==> config.mk <==
export PLATFORM = sky130hd
export DESIGN_NAME = fft_stage_sequencer_flat
export DESIGN_NICKNAME = d
export VERILOG_FILES = /design/src/rtl/fft_ctrl_pkg.sv /design/src/rtl/fft_stage_sequencer_if.sv /design/src/rtl/fft_stage_timer.sv /design/src/rtl/fft_stage_sequencer.sv /design/src/flat_wrapper.sv
export SDC_FILE = /design/constraint.sdc
export NUM_CORES = 1
export LEC_CHECK = 0
export CAP_MARGIN = 5
export CORE_UTILIZATION = 32
export CTS_CLUSTER_SIZE = 12
export DETAILED_ROUTE_END_ITERATION = 16
export HOLD_SLACK_MARGIN = 0.06
export PLACE_DENSITY_LB_ADDON = 0.3
export SYNTH_ARGS = -nofsm -noshare
export SYNTH_HDL_FRONTEND = slang
export SYNTH_HIERARCHICAL = 1
export SYNTH_SLANG_ARGS = --single-unit
export TNS_END_PERCENT = 20
==> constraint.sdc <==
create_clock -name clk -period 1.3 [get_ports clk]
set_input_delay 0.13 -clock clk [delete_from_list [all_inputs] [get_ports clk]]
set_output_delay 0.13 -clock clk [all_outputs]
set_load 0.02 [all_outputs]
==> src/rtl/fft_ctrl_pkg.sv <==
// Shared FFT control definitions: sequencer state encoding, frame geometry
// and the stage-select width helper used by the sequencer, twiddle ROM and
// butterfly routing.
package fft_ctrl_pkg;

   localparam int FFT_N      = 32;
   localparam int FFT_STAGES = $clog2(FFT_N);

   typedef enum logic [1:0] {
      ST_IDLE = 2'd0,
      ST_RUN  = 2'd1,
      ST_HOLD = 2'd2
   } seq_state_e;

   // Width of a stage index; a single-stage FFT still needs a 1-bit select.
   function automatic int stage_sel_width(input int stages);
      return (stages > 1) ? $clog2(stages) : 1;
   endfunction

endpackage

==> src/rtl/fft_stage_sequencer_if.sv <==
// Control bundle between the stage sequencer (master) and the frame
// producer/consumer, register bank and butterfly array (slave).
interface fft_stage_sequencer_if #(
   parameter int STAGES = fft_ctrl_pkg::FFT_STAGES
) ();
   import fft_ctrl_pkg::*;

   localparam int SW = stage_sel_width(STAGES);

   logic          abort;
   logic          in_valid;
   logic          in_ready;
   logic          in_load;
   logic          bfly_en;
   logic [SW-1:0] stage_sel;
   logic          stage_load;
   logic          out_valid;
   logic          out_ready;
   logic          busy;

   modport master (
      input  abort,
      input  in_valid,
      input  out_ready,
      output in_ready,
      output in_load,
      output bfly_en,
      output stage_sel,
      output stage_load,
      output out_valid,
      output busy
   );

   modport slave (
      output abort,
      output in_valid,
      output out_ready,
      input  in_ready,
      input  in_load,
      input  bfly_en,
      input  stage_sel,
      input  stage_load,
      input  out_valid,
      input  busy
   );

endinterface

==> src/rtl/fft_stage_timer.sv <==
// Per-stage latency counter plus stage counter. While enabled it counts
// BFLY_LAT cycles per stage, flags the last cycle of each stage with
// stage_tick, and wraps the stage index to 0 after the final stage.
module fft_stage_timer
   import fft_ctrl_pkg::*;
#(
   parameter int  STAGES   = FFT_STAGES,
   parameter int  BFLY_LAT = 1,
   localparam int SW       = stage_sel_width(STAGES),
   localparam int LW       = (BFLY_LAT > 1) ? $clog2(BFLY_LAT) : 1
) (
   input  logic          clk,
   input  logic          reset,
   input  logic          clear_i,
   input  logic          enable_i,
   output logic [SW-1:0] stage_o,
   output logic          stage_tick_o,
   output logic          last_stage_o
);

   localparam logic [LW-1:0] LAT_MAX   = LW'(BFLY_LAT - 1);
   localparam logic [SW-1:0] STAGE_MAX = SW'(STAGES - 1);

   logic [LW-1:0] lat_q, lat_d;
   logic [SW-1:0] stage_q, stage_d;

   assign stage_tick_o = enable_i & (lat_q == LAT_MAX);
   assign last_stage_o = (stage_q == STAGE_MAX);
   assign stage_o      = stage_q;

   // Next-state for the latency and stage counters.
   always_comb begin
      // NOTE: defaults first so every path assigns both outputs; no latch.
      lat_d   = lat_q;
      stage_d = stage_q;
      if (clear_i) begin
         lat_d   = '0;
         stage_d = '0;
      end else if (enable_i) begin
         if (lat_q == LAT_MAX) begin
            lat_d   = '0;
            stage_d = last_stage_o ? '0 : stage_q + SW'(1);
         end else begin
            lat_d = lat_q + LW'(1);
         end
      end
   end

   // Counter registers with asynchronous reset.
   always_ff @(posedge clk or posedge reset) begin
      // NOTE: non-blocking assignments so every register samples pre-edge values.
      if (reset) begin
         lat_q   <= '0;
         stage_q <= '0;
      end else begin
         lat_q   <= lat_d;
         stage_q <= stage_d;
      end
   end

endmodule

==> src/rtl/fft_stage_sequencer.sv <==
// Sequences one radix-2 FFT frame: accepts a frame into the stage register
// bank, steps the butterfly array through STAGES stages (one bank capture per
// stage), then holds the finished frame until the consumer takes it.
// Only control is produced here; sample data never passes through.
module fft_stage_sequencer
   import fft_ctrl_pkg::*;
#(
   parameter int  STAGES   = FFT_STAGES,
   parameter int  BFLY_LAT = 1,
   localparam int SW       = stage_sel_width(STAGES)
) (
   input  logic                  clk,
   input  logic                  reset,
   fft_stage_sequencer_if.master bus
);

   seq_state_e    state_q;
   logic          bfly_en_q;
   logic          out_valid_q;
   logic          busy_q;

   logic [SW-1:0] stage;
   logic          stage_tick;
   logic          last_stage;
   logic          in_ready;
   logic          timer_clear;

   // The timer only runs in RUN; leaving RUN or aborting parks it at stage 0.
   assign timer_clear = bus.abort | (state_q != ST_RUN);

   fft_stage_timer #(
      .STAGES   (STAGES),
      .BFLY_LAT (BFLY_LAT)
   ) u_timer (
      .clk          (clk),
      .reset        (reset),
      .clear_i      (timer_clear),
      .enable_i     (state_q == ST_RUN),
      .stage_o      (stage),
      .stage_tick_o (stage_tick),
      .last_stage_o (last_stage)
   );

   // NOTE: in_ready is gated by the reset input itself, so it reads 0 while
   // reset is held and 1 in the first cycle after release.
   assign in_ready = !reset && !bus.abort &&
                     ((state_q == ST_IDLE) || ((state_q == ST_HOLD) && bus.out_ready));

   assign bus.in_ready   = in_ready;
   assign bus.in_load    = in_ready & bus.in_valid;
   assign bus.stage_load = (state_q == ST_RUN) & stage_tick & !bus.abort;

   assign bus.bfly_en    = bfly_en_q;
   assign bus.out_valid  = out_valid_q;
   assign bus.busy       = busy_q;
   assign bus.stage_sel  = stage;

   // Frame FSM; Moore outputs are registered alongside the state they decode.
   always_ff @(posedge clk or posedge reset) begin
      if (reset) begin
         state_q     <= ST_IDLE;
         bfly_en_q   <= 1'b0;
         out_valid_q <= 1'b0;
         busy_q      <= 1'b0;
      end else if (bus.abort) begin
         state_q     <= ST_IDLE;
         bfly_en_q   <= 1'b0;
         out_valid_q <= 1'b0;
         busy_q      <= 1'b0;
      end else begin
         case (state_q)
            ST_IDLE: begin
               if (bus.in_valid) begin
                  state_q   <= ST_RUN;
                  bfly_en_q <= 1'b1;
                  busy_q    <= 1'b1;
               end
            end
            ST_RUN: begin
               if (stage_tick && last_stage) begin
                  state_q     <= ST_HOLD;
                  bfly_en_q   <= 1'b0;
                  out_valid_q <= 1'b1;
               end
            end
            ST_HOLD: begin
               if (bus.out_ready) begin
                  out_valid_q <= 1'b0;
                  if (bus.in_valid) begin
                     // Retire and accept in the same cycle: no idle bubble.
                     state_q   <= ST_RUN;
                     bfly_en_q <= 1'b1;
                  end else begin
                     state_q <= ST_IDLE;
                     busy_q  <= 1'b0;
                  end
               end
            end
            default: begin
               state_q     <= ST_IDLE;
               bfly_en_q   <= 1'b0;
               out_valid_q <= 1'b0;
               busy_q      <= 1'b0;
            end
         endcase
      end
   end

endmodule

==> src/flat_wrapper.sv <==
// flat-port wrapper written by rule: the top's interface ports become plain ports
module fft_stage_sequencer_flat import fft_ctrl_pkg::*;
#(
   parameter int  STAGES   = FFT_STAGES,
   parameter int  BFLY_LAT = 1,
   localparam int SW       = stage_sel_width(STAGES)
)
  (clk, reset, bus_abort, bus_in_valid, bus_out_ready, bus_in_ready, bus_in_load, bus_bfly_en, bus_stage_sel, bus_stage_load, bus_out_valid, bus_busy);
  fft_stage_sequencer_if #(.STAGES(STAGES)) bus_i ();
  input  logic clk;
  input  logic reset;
  input wire logic [$bits(bus_i.abort)-1:0] bus_abort;
  input wire logic [$bits(bus_i.in_valid)-1:0] bus_in_valid;
  input wire logic [$bits(bus_i.out_ready)-1:0] bus_out_ready;
  output wire logic [$bits(bus_i.in_ready)-1:0] bus_in_ready;
  output wire logic [$bits(bus_i.in_load)-1:0] bus_in_load;
  output wire logic [$bits(bus_i.bfly_en)-1:0] bus_bfly_en;
  output wire logic [$bits(bus_i.stage_sel)-1:0] bus_stage_sel;
  output wire logic [$bits(bus_i.stage_load)-1:0] bus_stage_load;
  output wire logic [$bits(bus_i.out_valid)-1:0] bus_out_valid;
  output wire logic [$bits(bus_i.busy)-1:0] bus_busy;
  assign bus_i.abort = bus_abort;
  assign bus_i.in_valid = bus_in_valid;
  assign bus_i.out_ready = bus_out_ready;
  assign bus_in_ready = bus_i.in_ready;
  assign bus_in_load = bus_i.in_load;
  assign bus_bfly_en = bus_i.bfly_en;
  assign bus_stage_sel = bus_i.stage_sel;
  assign bus_stage_load = bus_i.stage_load;
  assign bus_out_valid = bus_i.out_valid;
  assign bus_busy = bus_i.busy;
  fft_stage_sequencer #(.STAGES(STAGES), .BFLY_LAT(BFLY_LAT)) u_core (.clk(clk), .reset(reset), .bus(bus_i));
endmodule
==> changes_impl.md, run 1 <==
### Physical design

* Crit path required time at 1.17 ns
* Sequential group share of total power at 0.456
* Top logic cell by instance count in the layout: buf_4
* Most numerous logic cells after layout: buf_4, inv_1, dfrtp_1, a21oi_1, dlygate4sd2_1
* Max Cap Viol at 0
* Avg Cell Area, Syn at 8.78 µm²
* Top cells by area: dfrtp_1, a21oi_1, inv_1
* Crit path depth at 3
* Share of cells above drive strength 1 at 0.263
* Clk ins delay skew pair at 0.26 ns
* Num Clock Sinks at 8
* Nets at 85
* Sw frac at 0.278
* Lkg Pwr at 0.354 nW
* OpenROAD warnings at 30
* Yosys warnings at 6
* GR Overflow Total at 0
* Clock Buffer Count at 3
* Number of flip-flops in the largest register at 3
* Total chip power at 0.000584 W
* WP buf/inv at 1
* Worst hold margin at 0.255 ns
* Crit-path slowest cell: dfrtp_1
* Final-layout non-clock buffer area share at 0.274
* Mux cell area share at 0.0223
* Comb pwr share at 0.202
* Area post-placement at 658 µm²
* I/O Pins at 14
* Netlist cell types at 19
* Via count at 444
* Flop count at 8
* M3 GR Usage at 0.0511
* Final wirelength at 1030 µm
* Non-CTS inverters at 9
* AO/OA Area Share at 0.173
* Failing checks: setup timing
* Detailed Routing Iterations Pass 1 at 4
* Drt wl/cell at 11.3 µm
* #FFs+latches synth at 8
* Antenna-violating nets left at 0
* Top routing layer in use: met4
* Post-placement cell count at 86
* Initial antenna violation count at 0
* Logic area at 221 µm²
* CP Launch Point: u_core/state_q[0]
* Crit. End Element: primary output
* Run status: finished, violations left
* Kind of critical path: flip-flop to primary output
* Syn_nets at 58
* Wire length on met1 at 443 µm
* Setup TNS at -0.120 ns
* GRT busiest layer: met2
* Max FO, Critical Path at 3
* XORs/XNORs by Area at 0
* # Taps at 15
* Post-route setup slack at -0.0811 ns
* Post-CTS setup repair buffer count at 2
* Worst R2R Setup Slack at 0.04 ns
* Sw Pwr at 0.000162 W
* Critical Path Max Stage Delay at 0.43 ns
* Cell taking the most area after synthesis: dfrtp_1
* WL met2 at 540 µm
* M2 GR Usage at 0.299
* Filler cells at 138
* CP Launch Type: flip-flop
* Clock network power at 0.000199 W
* Hold violation count in the final report at 0
* Largest net degree at the start of global routing at 9
* Sequential area share after synthesis at 0.447
* Iteration-0 DRC Markers at 11
* Simple-Gate Area Share at 0.209
* Cell Area, Synth at 448 µm²
* Post-synth top flop: dfrtp_1
* Area leader share at 0.447
* Dominant comb cell: simple AND/OR/NAND/NOR gates
* VDD IR max at 0.000437 V
* Register area at 200 µm²
* Tot GR Track Use at 0.164
* Gate count of the mapped netlist at 51
* Worst setup path endpoint: bus_in_load
* Diode count at 0
* Non-filler cells, final at 91
* Via-to-Cell Ratio at 4.88
* Yosys chip area at 448 µm²
* Worst Hold Class: primary input to async pin
* Die area at 1550 µm²
* CTS tree: built
* Setup Viol. Count Final at 3
* Final period utilization at 1.06
* H-tree Lvls at 1
* Floorplan utilization at 0.344
Run 1, cells by drive strength:
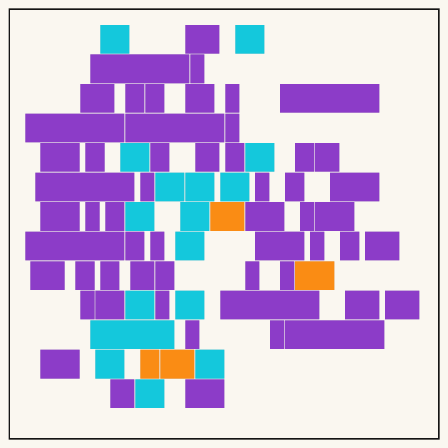
legend:
  orange:
    size: x2
    cells: 4
  cyan:
    size: x3 and x4
    cells: 16
    most_used: buf_4
  purple:
    size: x1 and smaller
    cells: 56
    most_used: inv_1
post-route setup slack: -0.0811 ns
Design Area, Final: 684 µm²
number of non-clock buffers: 23
Area Growth Syn to Fin: 52.8%

Run 1, pin placement:
Bar = 10 µm. Pins as bars across the die edge, other pins in grey.
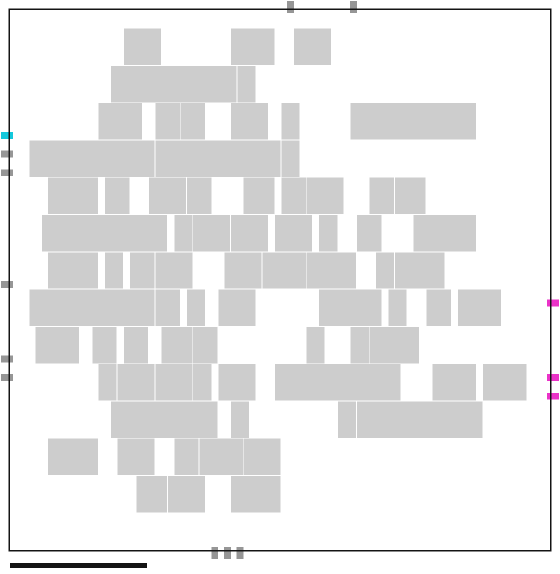
legend:
  cyan:
    port: clk
    pins: 1
    direction: input
    edge: left
  magenta:
    port: bus_stage_sel
    pins: 3
    direction: output
    edge: right
all pins by edge: 6 left, 3 bottom, 3 right, 2 top
Die Width: 39.4 µm
Die H: 39.4 µm

Run 1, cell density map:
The die is cut into 8 by 8 equal tiles; white is low, dark blue is high, 0 to 100% covered.
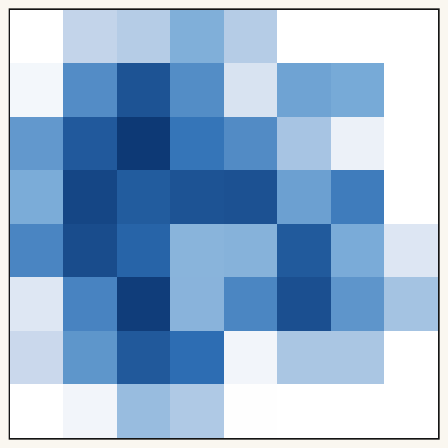
emptiest ninth of the die: top right
densest ninth of the die: left middle
tiles over 75% full: 22%
nearly empty tiles: 20%
final design utilization: 0.526
CORE AREA: 1300 µm²

## Run 2: what changed since run 1
--- a/config.mk
+++ b/config.mk
@@ -6,10 +6,10 @@
 export NUM_CORES = 1
 export LEC_CHECK = 0
 export CAP_MARGIN = 5
-export CORE_UTILIZATION = 32
+export CORE_AREA = 2 2 39 41
 export CTS_CLUSTER_SIZE = 12
 export DETAILED_ROUTE_END_ITERATION = 16
-export HOLD_SLACK_MARGIN = 0.06
+export DIE_AREA = 0 0 41 43
 export PLACE_DENSITY_LB_ADDON = 0.3
 export SYNTH_ARGS = -nofsm -noshare
 export SYNTH_HDL_FRONTEND = slang
Run 2, cells by drive strength:
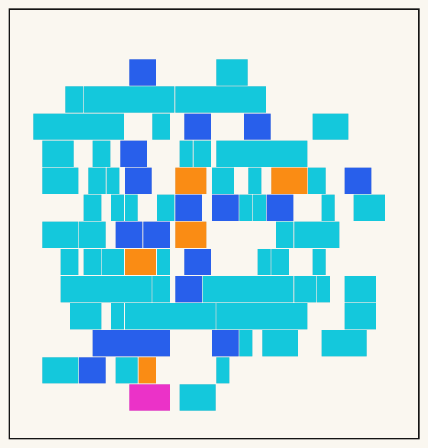
legend:
  blue:
    size: x3 and x4
    cells: 16
    most_used: buf_4
  cyan:
    size: x1 and smaller
    cells: 55
    most_used: inv_1
  magenta:
    size: x6 and larger
    cells: 1
    most_used: buf_6
  orange:
    size: x2
    cells: 5
Area Growth Syn to Fin: 55.9%
post-route setup slack: -0.0663 ns
number of non-clock buffers: 24

Run 2, cell placement:
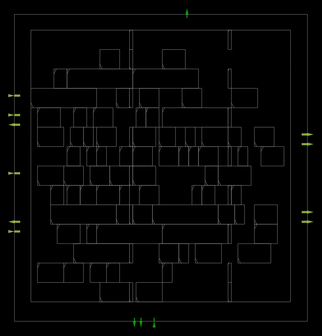
non-filler cells, final: 93
CORE AREA: 1380 µm²
num rows: 14
flop count: 8

==> changes_impl.md, run 2 <==
### Physical design

* Floorplan utilization at 0.324 (was 0.344)
* Netlist cell types at 19 (unchanged)
* I/O Pins at 14 (unchanged)
* Setup TNS at -0.0986 ns (was -0.120 ns)
* Area post-placement at 667 µm² (was 658 µm²)
* Nets at 86 (was 85)
* #FFs+latches synth at 8 (unchanged)
* Post-synth top flop: dfrtp_1 (unchanged)
* Via count at 445 (was 444)
* Final period utilization at 1.05 (was 1.06)
* Filler cells at 137 (was 138)
* Final design utilization at 0.505 (was 0.526)
* Worst R2R Setup Slack at 0.05 ns (was 0.04 ns)
* Top cells by area: dfrtp_1, a21oi_1, inv_1 (unchanged)
* Drt wl/cell at 10.8 µm (was 11.3 µm)
* Most numerous logic cells after layout: buf_4, inv_1, dfrtp_1, a21oi_1, dlygate4sd2_1 (unchanged)
* H-tree Lvls at 1 (unchanged)
* Design Area, Final at 698 µm² (was 684 µm²)
* Final-layout non-clock buffer area share at 0.285 (was 0.274)
* Die area at 1760 µm² (was 1550 µm²)
* Max Cap Viol at 0 (unchanged)
* Internal at 0.000426 W (was 0.000422 W)
* Final wirelength at 1010 µm (was 1030 µm)
* Yosys chip area at 448 µm² (unchanged)
* Cell Area, Synth at 448 µm² (unchanged)
* Post-CTS setup repair buffer count at 0 (was 2)
* Setup Viol. Count Final at 2 (was 3)
* Cell taking the most area after synthesis: dfrtp_1 (unchanged)
* CTS tree: built (unchanged)
* Critical Path Max Stage Delay at 0.43 ns (about the same)
* Gate count of the mapped netlist at 51 (unchanged)
* Syn_nets at 58 (unchanged)
* Total chip power at 0.000571 W (was 0.000584 W)
* Num Clock Sinks at 8 (unchanged)
* # Taps at 16 (was 15)
* Worst Hold Class: primary input to async pin (unchanged)
* Non-CTS inverters at 9 (unchanged)
* Longest Clk Path Bufs at 2 (unchanged)
* Mux cell area share at 0.0223 (unchanged)
* Crit path required time at 1.17 ns (about the same)
* OpenROAD warnings at 30 (unchanged)
* GRT busiest layer: met2 (unchanged)
* Clock network power at 0.000180 W (was 0.000199 W)
* Post-route setup slack at -0.0663 ns (was -0.0811 ns)
* Critical-path cell list: nor4_4 -> and2_1 -> buf_6 (was nor4_4 -> and2_1 -> buf_4)
* GR Overflow Total at 0 (unchanged)
* Asr flop ratio synth at 1.00 (unchanged)
* Iteration-0 DRC Markers at 1 (was 11)
* Register area at 200 µm² (unchanged)
* Run status: finished, violations left (unchanged)
* VDD IR max at 0.000443 V (was 0.000437 V)
* Wire length on met1 at 447 µm (was 443 µm)
* Via-to-Cell Ratio at 4.78 (was 4.88)
* M3 GR Usage at 0.0314 (was 0.0511)
* Sequential area share after synthesis at 0.447 (unchanged)
* Tot GR Track Use at 0.134 (was 0.164)
* Clock Buffer Count at 3 (unchanged)
* Hold violation count in the final report at 0 (unchanged)
* Logic area at 223 µm² (was 221 µm²)
* CP Launch Type: flip-flop (unchanged)
* XORs/XNORs by Area at 0 (unchanged)
* Die Width at 41 µm (was 39.4 µm)
* Sw frac at 0.254 (was 0.278)
* Detailed Routing Iterations Pass 1 at 2 (was 4)
* Comb pwr share at 0.216 (was 0.202)
* CP Launch Point: u_core/state_q[0] (unchanged)
* Clk ins delay skew pair at 0.25 ns (was 0.26 ns)
* Yosys warnings at 6 (unchanged)
* Antenna-violating nets left at 0 (unchanged)
* Root Driver: clkbuf_4 (unchanged)
* Worst setup path endpoint: bus_in_load (unchanged)
* Worst hold margin at 0.263 ns (was 0.255 ns)
* Cell Pwr Density at 817 nW/µm² (was 853 nW/µm²)
* Initial antenna violation count at 0 (unchanged)
* Area leader share at 0.447 (unchanged)
* Top routing layer in use: met4 (unchanged)
* M2 GR Usage at 0.216 (was 0.299)
* Number of flip-flops in the largest register at 3 (unchanged)
* AO/OA Area Share at 0.173 (unchanged)
* Failing checks: setup timing (unchanged)
* WL met2 at 507 µm (was 540 µm)
* Crit-path slowest cell: dfrtp_1 (unchanged)
* WP buf/inv at 1 (unchanged)
* Largest net degree at the start of global routing at 6 (was 9)
* Kind of critical path: flip-flop to primary output (unchanged)
* Lkg Pwr at 0.360 nW (was 0.354 nW)
* Post-placement cell count at 88 (was 86)
* Share of cells above drive strength 1 at 0.286 (was 0.263)
* Avg Cell Area, Syn at 8.78 µm² (unchanged)
* Dominant comb cell: simple AND/OR/NAND/NOR gates (unchanged)
* Crit path depth at 3 (unchanged)
* Die H at 43 µm (was 39.4 µm)
* Diode count at 0 (unchanged)
* Top logic cell by instance count in the layout: buf_4 (unchanged)
* Sequential group share of total power at 0.468 (was 0.456)
* Simple-Gate Area Share at 0.209 (unchanged)
* Max FO, Critical Path at 3 (unchanged)
* Crit. End Element: primary output (unchanged)
Power is estimated from default activity; no workload was simulated.
